--- src/rtl/mc14433_bcd_reader.sv ---
// mc14433_bcd_reader: rebuilds one 3.5-digit MC14433 reading per conversion from the
// multiplexed DS1..DS4 strobes and Q nibble, with sequence, BCD and timeout checking.
module mc14433_bcd_reader #(
    parameter int TIMEOUT = 4096
) (
    input  logic        CP0,
    input  logic        R_clock,
    input  logic        EOC,
    input  logic [4:1]  DS,
    input  logic [3:0]  Q,
    output logic        HALF,
    output logic [3:0]  D2,
    output logic [3:0]  D3,
    output logic [3:0]  D4,
    output logic        POS,
    output logic        OVR,
    output logic        UDR,
    output logic [10:0] MAG,
    output logic        VALID,
    output logic        ERR
);
    typedef enum logic [2:0] {IDLE, ARMED, S1, S2, S3} state_t;
    state_t      r_state, w_next;
    logic        r_eoc_m, r_eoc_s, r_eoc_d;
    logic [4:1]  r_ds_m, r_ds_s, r_ds_d;
    logic [3:0]  r_q_m, r_q_s;
    logic [15:0] r_cnt;
    logic        r_s_half, r_s_pos, r_s_ovr, r_s_udr;
    logic [3:0]  r_s_d2, r_s_d3;
    logic        r_half, r_pos, r_ovr, r_udr, r_valid, r_err;
    logic [3:0]  r_d2, r_d3, r_d4;
    logic [10:0] r_mag;
    logic        w_eoc_rise, w_multi, w_bad_bcd, w_timeout, w_in_frame, w_ok;
    logic [4:1]  w_ds_rise, w_exp;
    logic        w_err, w_commit, w_cap1, w_cap2, w_cap3;
    logic [10:0] w_mag;

    always_ff @(posedge CP0) begin
        if (!R_clock) begin
            r_eoc_m <= 1'b0;
            r_eoc_s <= 1'b0;
            r_eoc_d <= 1'b0;
            r_ds_m  <= '0;
            r_ds_s  <= '0;
            r_ds_d  <= '0;
            r_q_m   <= '0;
            r_q_s   <= '0;
        end else begin
            r_eoc_m <= EOC;
            r_eoc_s <= r_eoc_m;
            r_eoc_d <= r_eoc_s;
            r_ds_m  <= DS;
            r_ds_s  <= r_ds_m;
            r_ds_d  <= r_ds_s;
            r_q_m   <= Q;
            r_q_s   <= r_q_m;
        end
    end

    assign w_eoc_rise = r_eoc_s & ~r_eoc_d;
    assign w_ds_rise  = r_ds_s & ~r_ds_d;
    // Clearing the lowest set bit leaves something only if two or more strobes are high
    assign w_multi    = (r_ds_s & (r_ds_s - 4'd1)) != 4'd0;
    assign w_bad_bcd  = r_q_s > 4'd9;
    assign w_timeout  = r_cnt == 16'(TIMEOUT - 1);
    assign w_in_frame = (r_state == S1) || (r_state == S2) || (r_state == S3);
    assign w_exp      = (r_state == S1) ? 4'b0010 : (r_state == S2) ? 4'b0100 : 4'b1000;
    assign w_ok       = (w_ds_rise == w_exp) && !w_multi && !w_bad_bcd;

    always_ff @(posedge CP0) begin
        if (!R_clock) begin
            r_state <= IDLE;
            r_cnt   <= '0;
        end else begin
            r_state <= w_next;
            r_cnt   <= (w_in_frame && w_next == r_state) ? r_cnt + 16'd1 : 16'd0;
        end
    end

    always_comb begin
        w_next   = r_state;
        w_err    = 1'b0;
        w_commit = 1'b0;
        w_cap1   = 1'b0;
        w_cap2   = 1'b0;
        w_cap3   = 1'b0;
        case (r_state)
            IDLE: w_next = w_eoc_rise ? ARMED : IDLE;
            ARMED: begin
                if (!w_eoc_rise && w_ds_rise[1]) begin
                    w_err  = w_multi;
                    w_cap1 = !w_multi;
                    w_next = w_multi ? IDLE : S1;
                end
            end
            default: begin
                // A good DS4 commit takes priority over a simultaneous EOC restart
                if (r_state == S3 && w_ok) begin
                    w_commit = 1'b1;
                    w_next   = w_eoc_rise ? ARMED : IDLE;
                end else if (w_eoc_rise) begin
                    w_next = ARMED;
                end else if (|w_ds_rise) begin
                    w_err  = !w_ok;
                    w_cap2 = w_ok && r_state == S1;
                    w_cap3 = w_ok && r_state == S2;
                    w_next = !w_ok ? IDLE : (r_state == S1) ? S2 : S3;
                end else if (w_timeout) begin
                    w_err  = 1'b1;
                    w_next = IDLE;
                end
            end
        endcase
    end

    // x100 = x64 + x32 + x4, x10 = x8 + x2; D4 comes straight from the committing nibble
    assign w_mag = (r_s_half ? 11'd1000 : 11'd0)
                 + 11'({r_s_d2, 6'd0}) + 11'({r_s_d2, 5'd0}) + 11'({r_s_d2, 2'd0})
                 + 11'({r_s_d3, 3'd0}) + 11'({r_s_d3, 1'd0}) + 11'(r_q_s);

    always_ff @(posedge CP0) begin
        if (!R_clock) begin
            r_s_half <= 1'b0;
            r_s_pos  <= 1'b0;
            r_s_ovr  <= 1'b0;
            r_s_udr  <= 1'b0;
            r_s_d2   <= '0;
            r_s_d3   <= '0;
            r_half   <= 1'b0;
            r_pos    <= 1'b0;
            r_ovr    <= 1'b0;
            r_udr    <= 1'b0;
            r_d2     <= '0;
            r_d3     <= '0;
            r_d4     <= '0;
            r_mag    <= '0;
            r_valid  <= 1'b0;
            r_err    <= 1'b0;
        end else begin
            r_valid <= w_commit;
            r_err   <= w_err;
            if (w_cap1) begin
                r_s_half <= ~r_q_s[3];
                r_s_pos  <= r_q_s[2];
                r_s_ovr  <= r_q_s[0] & ~r_q_s[3];
                r_s_udr  <= r_q_s[0] & r_q_s[3];
            end
            if (w_cap2) r_s_d2 <= r_q_s;
            if (w_cap3) r_s_d3 <= r_q_s;
            if (w_commit) begin
                r_half <= r_s_half;
                r_pos  <= r_s_pos;
                r_ovr  <= r_s_ovr;
                r_udr  <= r_s_udr;
                r_d2   <= r_s_d2;
                r_d3   <= r_s_d3;
                r_d4   <= r_q_s;
                r_mag  <= w_mag;
            end
        end
    end

    assign HALF  = r_half;
    assign POS   = r_pos;
    assign OVR   = r_ovr;
    assign UDR   = r_udr;
    assign D2    = r_d2;
    assign D3    = r_d3;
    assign D4    = r_d4;
    assign MAG   = r_mag;
    assign VALID = r_valid;
    assign ERR   = r_err;
endmodule

--- config.mk ---
export PLATFORM = sky130hd
export DESIGN_NAME = mc14433_bcd_reader
export DESIGN_NICKNAME = d
export VERILOG_FILES = /design/src/rtl/mc14433_bcd_reader.sv
export SDC_FILE = /design/constraint.sdc
export NUM_CORES = 1
export LEC_CHECK = 0
export ABC_AREA = 1
export ABC_CLOCK_PERIOD_IN_PS = 6750
export CORE_ASPECT_RATIO = 1.2
export CORE_MARGIN = 2
export CORE_UTILIZATION = 61
export DETAILED_ROUTE_END_ITERATION = 6
export PLACE_DENSITY = 0.85
export RECOVER_POWER = 50
export SLEW_MARGIN = 20
export SYNTH_ARGS = -nofsm -noshare
export SYNTH_HDL_FRONTEND = slang
export SYNTH_SLANG_ARGS = --single-unit
--- constraint.sdc ---
create_clock -name CP0 -period 6.75 [get_ports CP0]
set_clock_uncertainty 0.1 [all_clocks]
set_input_delay 0.675 -clock CP0 [delete_from_list [all_inputs] [get_ports CP0]]
set_output_delay 0.675 -clock CP0 [all_outputs]
set_load 0.03 [all_outputs]
Run 1, selected gate families:
(4 px per um)
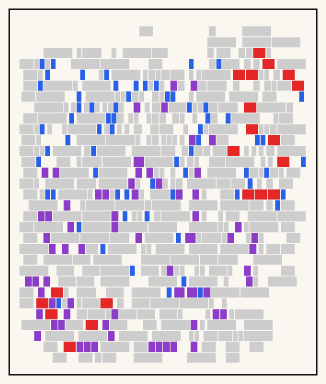
red -> XOR/XNOR gates  # cells 20, most used xor2_1, where spread over the die
purple -> inverting AOI/OAI gates  # cells 67, most used a21oi_1
blue -> inverters  # cells 65, most used inv_1

Run 1, wiring heat map:
(4 px per um) The die is cut into 15 by 18 equal tiles; white is low, dark blue is high, scaled to the fullest tile. Values are wire area over tile area, all layers added.
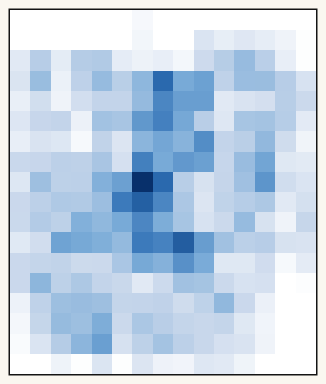
densest ninth of the die = middle
nearly empty tiles = 14%
fullest tile = 0.65

Run 1, clock network drawn from the DEF:
(4 px per um)
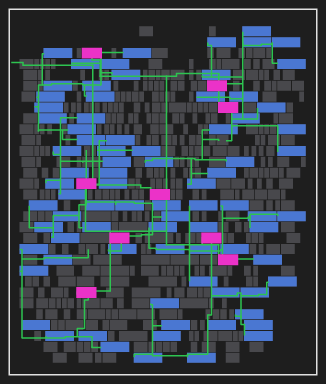
blue -> flip-flops  # count 82
magenta -> cells driving clock nets  # count 9
green -> clock wires  # length 888 um
routed clock nets = 10
Insertion Delay late pin: 0.35 ns
total clock network power: 0.000313 W

## run 1: placed cells by master, fill, tap and decap left out, types with 3 or more instances in the layout
cell,synthesis,final
dfxtp_1,82,82
a21oi_1,43,43
inv_1,64,64
nand2_1,92,92
fa_1,13,13
clkbuf_8,0,10
nand2_2,3,3
ha_1,18,18
a211oi_1,4,4
nand3_2,5,5
nand3_1,22,22
xnor2_1,8,8
nor2_1,24,24
dlygate4sd3_1,0,30
nor3_2,11,11
xor2_1,12,12
clkbuf_1,8,3
o21ai_0,20,20
clkdlybuf4s50_1,0,9
nor3_1,10,10
nor4_1,3,3
==> flow_summary.toml, run 1 <==
# physical design summary
[outcome]
outcome = "finished with violations"
failed_checks = "capacitance limit, slew limit"

[floorplan]
num_io_pins = 40
chip_area_sq_mm = 0.00696

[cells_and_area]
n_sequential_cell = 82
buffer_area_share_pct = 8.91
multiInputGateArea_sq_mm = 0.00187
final_net_count = 536
largest_reg_flops = 16
sh_comb_area_pct = 42.2
dominant_cells = "multi-input combinational cells"
final_design_area_no_fill_sq_mm = 0.00442

[critical_path]
critical_path_cell_sequence = "dlygate4sd3_1 > clkbuf_1 > clkinv_1 > a211oi_1"
cell_count_of_the_worst_reg_to_reg_path = 12
critical_path.startpoint = "R_clock"

[detailed_routing]
top_layer_used = "met4"
drt_first_iter_violations = 156
detail_route.wirelength.met1_mm = 3.15
wl_per_cell_um = 12.6
routed-via-count = 3016

[power]
p_int_w = 0.000660
power.density_mw_per_mm2 = 201
pwr-share-comb_pct = 8.4
share_clk_of_total_power_pct = 35.3

[flow_run]
max_cap_violations = 1

[yosys]
yosys_cells = 460
synth-xor-area-share_pct = 4.55
syn-instance-count = 460
netlist.top_cell.by_area = "dfxtp_1"

[sta]
report.final.slew_viol_count = 44
grt_setup_unrepaired = "false"

[global_route]
grt_pass1_vias = 2926
global_route_met1_usage_pct = 29.6
use_met2_pct = 36.1
global_route.usage.met3_pct = 6.26

[placed_design]
port_buffers = 39
==> run 2, diff against run 1 <==
--- a/config.mk
+++ b/config.mk
@@ -6,12 +6,12 @@
 export NUM_CORES = 1
 export LEC_CHECK = 0
 export ABC_AREA = 1
-export ABC_CLOCK_PERIOD_IN_PS = 6750
+export ABC_CLOCK_PERIOD_IN_PS = 3500
 export CORE_ASPECT_RATIO = 1.2
 export CORE_MARGIN = 2
-export CORE_UTILIZATION = 61
+export CORE_UTILIZATION = 51
 export DETAILED_ROUTE_END_ITERATION = 6
-export PLACE_DENSITY = 0.85
+export PLACE_DENSITY = 0.76
 export RECOVER_POWER = 50
 export SLEW_MARGIN = 20
 export SYNTH_ARGS = -nofsm -noshare
==> constraint.sdc (replaced) <==
create_clock -name CP0 -period 3.5 [get_ports CP0]
set_clock_uncertainty 0.1 [all_clocks]
set_input_delay 0.35 -clock CP0 [delete_from_list [all_inputs] [get_ports CP0]]
set_output_delay 0.35 -clock CP0 [all_outputs]
set_load 0.03 [all_outputs]
Run 2, port wiring:
(4 px per um)
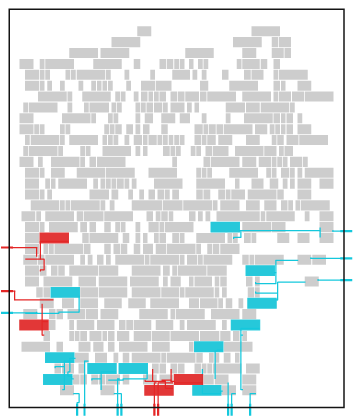
cyan -> MAG  # bits 11, direction output, edge 7 bottom, 3 right, 1 left, end cells 11, buffers 11, wire 229 um
red -> D3  # bits 4, direction output, edge 2 left, 2 bottom, end cells 4, buffers 4, wire 91.8 um

==> run 2 against run 1 <==
Against the previous run: the flow now finishes without violations; critical path depth increased by 8; clock power increased by 110%; design area increased by 1.8%; first-iteration DRC count increased by 1.3%; worst setup slack got worse by 2.7 ns; worst hold slack got worse by 0.0035 ns.
==> flow_summary.toml, run 2 <==
# physical design summary
[yosys]
synth.comb.largest_family = "simple AND/OR/NAND/NOR gates"
fp_nets = 502
simple_gate_share_pct = 22.2
netlist.top_cell.by_area = "dfxtp_1"
synth-xor-area-share_pct = 4.55
common_cells = "nand2_1, dfxtp_1, inv_1, a21oi_1, nor2_1"
ys.flop_type = "dfxtp_1"
yosys_cells = 460
syn-instance-count = 460

[placed_design]
detailedPlacementHpwl_mm = 5.20
port_buffers = 39

[detailed_routing]
dr_wl_met3_um = 273
detail_route.wirelength.met1_mm = 3.22
wl_per_cell_um = 11.7
drt_first_iter_violations = 158
routed-via-count = 2948
avgViaCountPerCell = 4.95
top_layer_used = "met4"

[critical_path]
critical_path_cell_sequence = "fa_1 > fa_1 > fa_1 > ha_1 > fa_1 > nand3_1 > nand2_1 > a21oi_1 > nor2_1 > nor2_1 > xor2_1 > a21oi_1"
cp_common_cell = "fa_1"
r2r_setup_slack_ns = 0.16
timing.critical_path.to_type = "flip-flop"
cell_count_of_the_worst_reg_to_reg_path = 12
critical_path.startpoint = "r_s_d2[1]"

[cells_and_area]
final_net_count = 543
mostFrequentLayoutCell = "nand2_1"
largest_reg_flops = 16
final_design_area_no_fill_sq_mm = 0.00450
layout.cells.most_common_list = "nand2_1, dfxtp_1, inv_1"

[global_route]
grt_pass1_vias = 2826
grt_start_max_net_pins = 28
use_met2_pct = 30.2
global_route_met1_usage_pct = 23.2
global_route.usage.met3_pct = 3.07

[floorplan]
std_cell_rows = 34
chip_area_sq_mm = 0.00826
die_x_um = 83.3
num_io_pins = 40

[power]
power.density_mw_per_mm2 = 395
p_int_w = 0.00134
share_clk_of_total_power_pct = 37.7
pwr-share-comb_pct = 8.2
powerClk_w = 0.000669

[flow_run]
max_cap_violations = 0

[clock_tree]
clock.latency.late_pin_ns = 0.34
tritoncts = "done"

[sta]
report.final.slew_viol_count = 0
grt_setup_unrepaired = "false"

[worst_hold_path]
hold_start = "r_q_m[1]"

[outcome]
outcome = "completed"
Run 2, wiring heat map:
(4 px per um) The die is cut into 17 by 20 equal tiles; white is low, dark blue is high, scaled to the fullest tile. Values are wire area over tile area, all layers added.
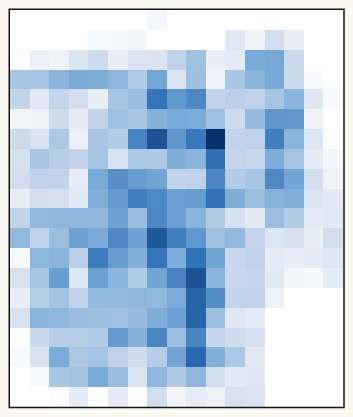
densest ninth of the die = middle
mean over tiles = 0.13
fullest tile = 0.48
nearly empty tiles = 18%
emptiest ninth of the die = bottom right

[run 2: cell families (layout without fill, tap and decap cells)]
kind of cell             count (synthesis)  count (layout)
AND/OR/NAND/NOR                        177             177
flip-flops                              82              82
buffers and inverters                   82             128
AND-OR/OR-AND                           68              68
adder cells (fa/ha/maj)                 31              31
XOR/XNOR                                20              20
[run 2: stage by stage]
step,hold WS [ns],utilization (%)
detailed placement,0.295,59.3
finish,0.315,61.9
global placement,0.293,59.3
floorplan,0.290,-
CTS,0.313,62.0
global route,0.340,61.9
[run 2: final cells by class]
type | count | area (sq um)
clock buffers | 11 | 141
clock inverters | 5 | 53.8
fillers | 643 | 2770
inverters | 65 | 244
multi-input cells | 296 | 1870
flip-flops and latches | 82 | 1640
well taps | 90 | 113
repair buffers | 47 | 439
==> run 3, diff against run 2 <==
--- a/config.mk
+++ b/config.mk
@@ -7,8 +7,8 @@
 export LEC_CHECK = 0
 export ABC_AREA = 1
 export ABC_CLOCK_PERIOD_IN_PS = 3500
-export CORE_ASPECT_RATIO = 1.2
-export CORE_MARGIN = 2
+export CORE_ASPECT_RATIO = 0.7
+export CORE_MARGIN = 5
 export CORE_UTILIZATION = 51
 export DETAILED_ROUTE_END_ITERATION = 6
 export PLACE_DENSITY = 0.76
Run 3, selected gate families:
(3 px per um)
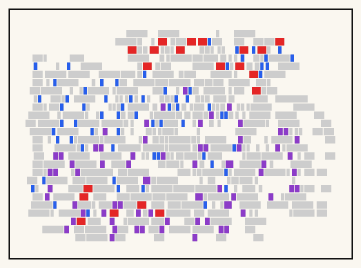
share of the final layout cell area in multi-input gates: 41.3%
most common library cell in the layout ignoring fill and taps: nand2_1
Final Non-Filler Cells: 601

==> run 3 against run 2 <==
Against the previous run: first-iteration DRC count rose by 22%; critical path type unchanged; sequential share of layout area fell by 0.13 points; largest cell class unchanged; routed wire length increased by 14%; critical endpoint unchanged.
==> flow_summary.toml, run 3 <==
# physical design summary
[outcome]
outcome = "completed"

[cells_and_area]
multiInputGateArea_sq_mm = 0.00186
register_area_sq_mm = 0.00164
layout.cells.most_common_list = "nand2_1, dfxtp_1, inv_1"
largest_reg_flops = 16
final_net_count = 540
final_design_area_no_fill_sq_mm = 0.00452

[critical_path]
cell_count_of_the_worst_reg_to_reg_path = 12
critical_path_cell_sequence = "fa_1 > fa_1 > fa_1 > ha_1 > fa_2 > nand3_1 > nand2_1 > a21oi_1 > nor2_1 > nor2_1 > xor2_1 > a21oi_1"
r2r_setup_slack_ns = 0.15
cp_common_cell = "fa_1"
timing.critical_path.to_type = "flip-flop"

[yosys]
yosys_cells = 460
common_cells = "nand2_1, dfxtp_1, inv_1, a21oi_1, nor2_1"
synth-xor-area-share_pct = 4.55
simple_gate_share_pct = 22.2
ys.flop_type = "dfxtp_1"
fp_nets = 502
syn-instance-count = 460

[worst_hold_path]
hold_start = "r_ds_m[1]"

[power]
powerClk_w = 0.000745
power.density_mw_per_mm2 = 411
p_int_w = 0.00140
pwr-share-comb_pct = 8.0

[detailed_routing]
routed-via-count = 3054
dr_wl_met3_um = 594
drt_first_iter_violations = 192
top_layer_used = "met4"
avgViaCountPerCell = 5.08
detail_route.wirelength.met1_mm = 3.99

[placed_design]
port_buffers = 39
detailedPlacementHpwl_mm = 5.89

[global_route]
use_met2_pct = 25.7
global_route.usage.met3_pct = 6.05
global_route_met1_usage_pct = 25.6

[floorplan]
std_cell_rows = 26
num_io_pins = 40
die_x_um = 114

[clock_tree]
tritoncts = "done"

[sta]
whs_ns = 0.316
grt_setup_unrepaired = "false"

[flow_run]
max_cap_violations = 0
Run 3, routing congestion map:
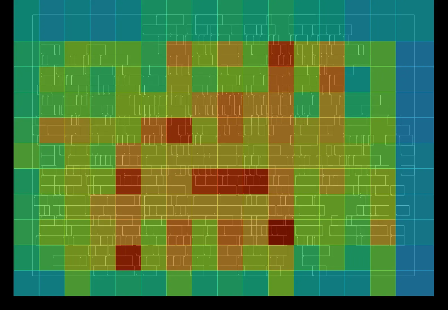
wire length per cell after detailed routing: 13.2 um
fraction of the core area covered by cells at the end of the flow: 61.7%

[run 3: netlist changes by cell type in the layout (fill, tap and decap cells not counted)]
cell	previous run	this run
fa_2	0	1
nand3_1	22	23
nand3_2	5	4
clkinv_2	3	0
buf_4	5	4
clkbuf_1	4	2
clkbuf_8	10	9
bufinv_16	1	2
clkinvlp_4	0	3
fa_1	13	12
[run 3: cell type report]
type                            count  share of cell area (%)
Sequential cell                    82                    36.4
Clock buffer                       10                    2.83
Clock inverter                      6                    2.02
Inverter                           65                    5.40
Timing Repair Buffer               44                    9.39
Tap cell                           98                    2.71
Multi-Input combinational cell    296                    41.3
Power and IR drop assume default switching activity.
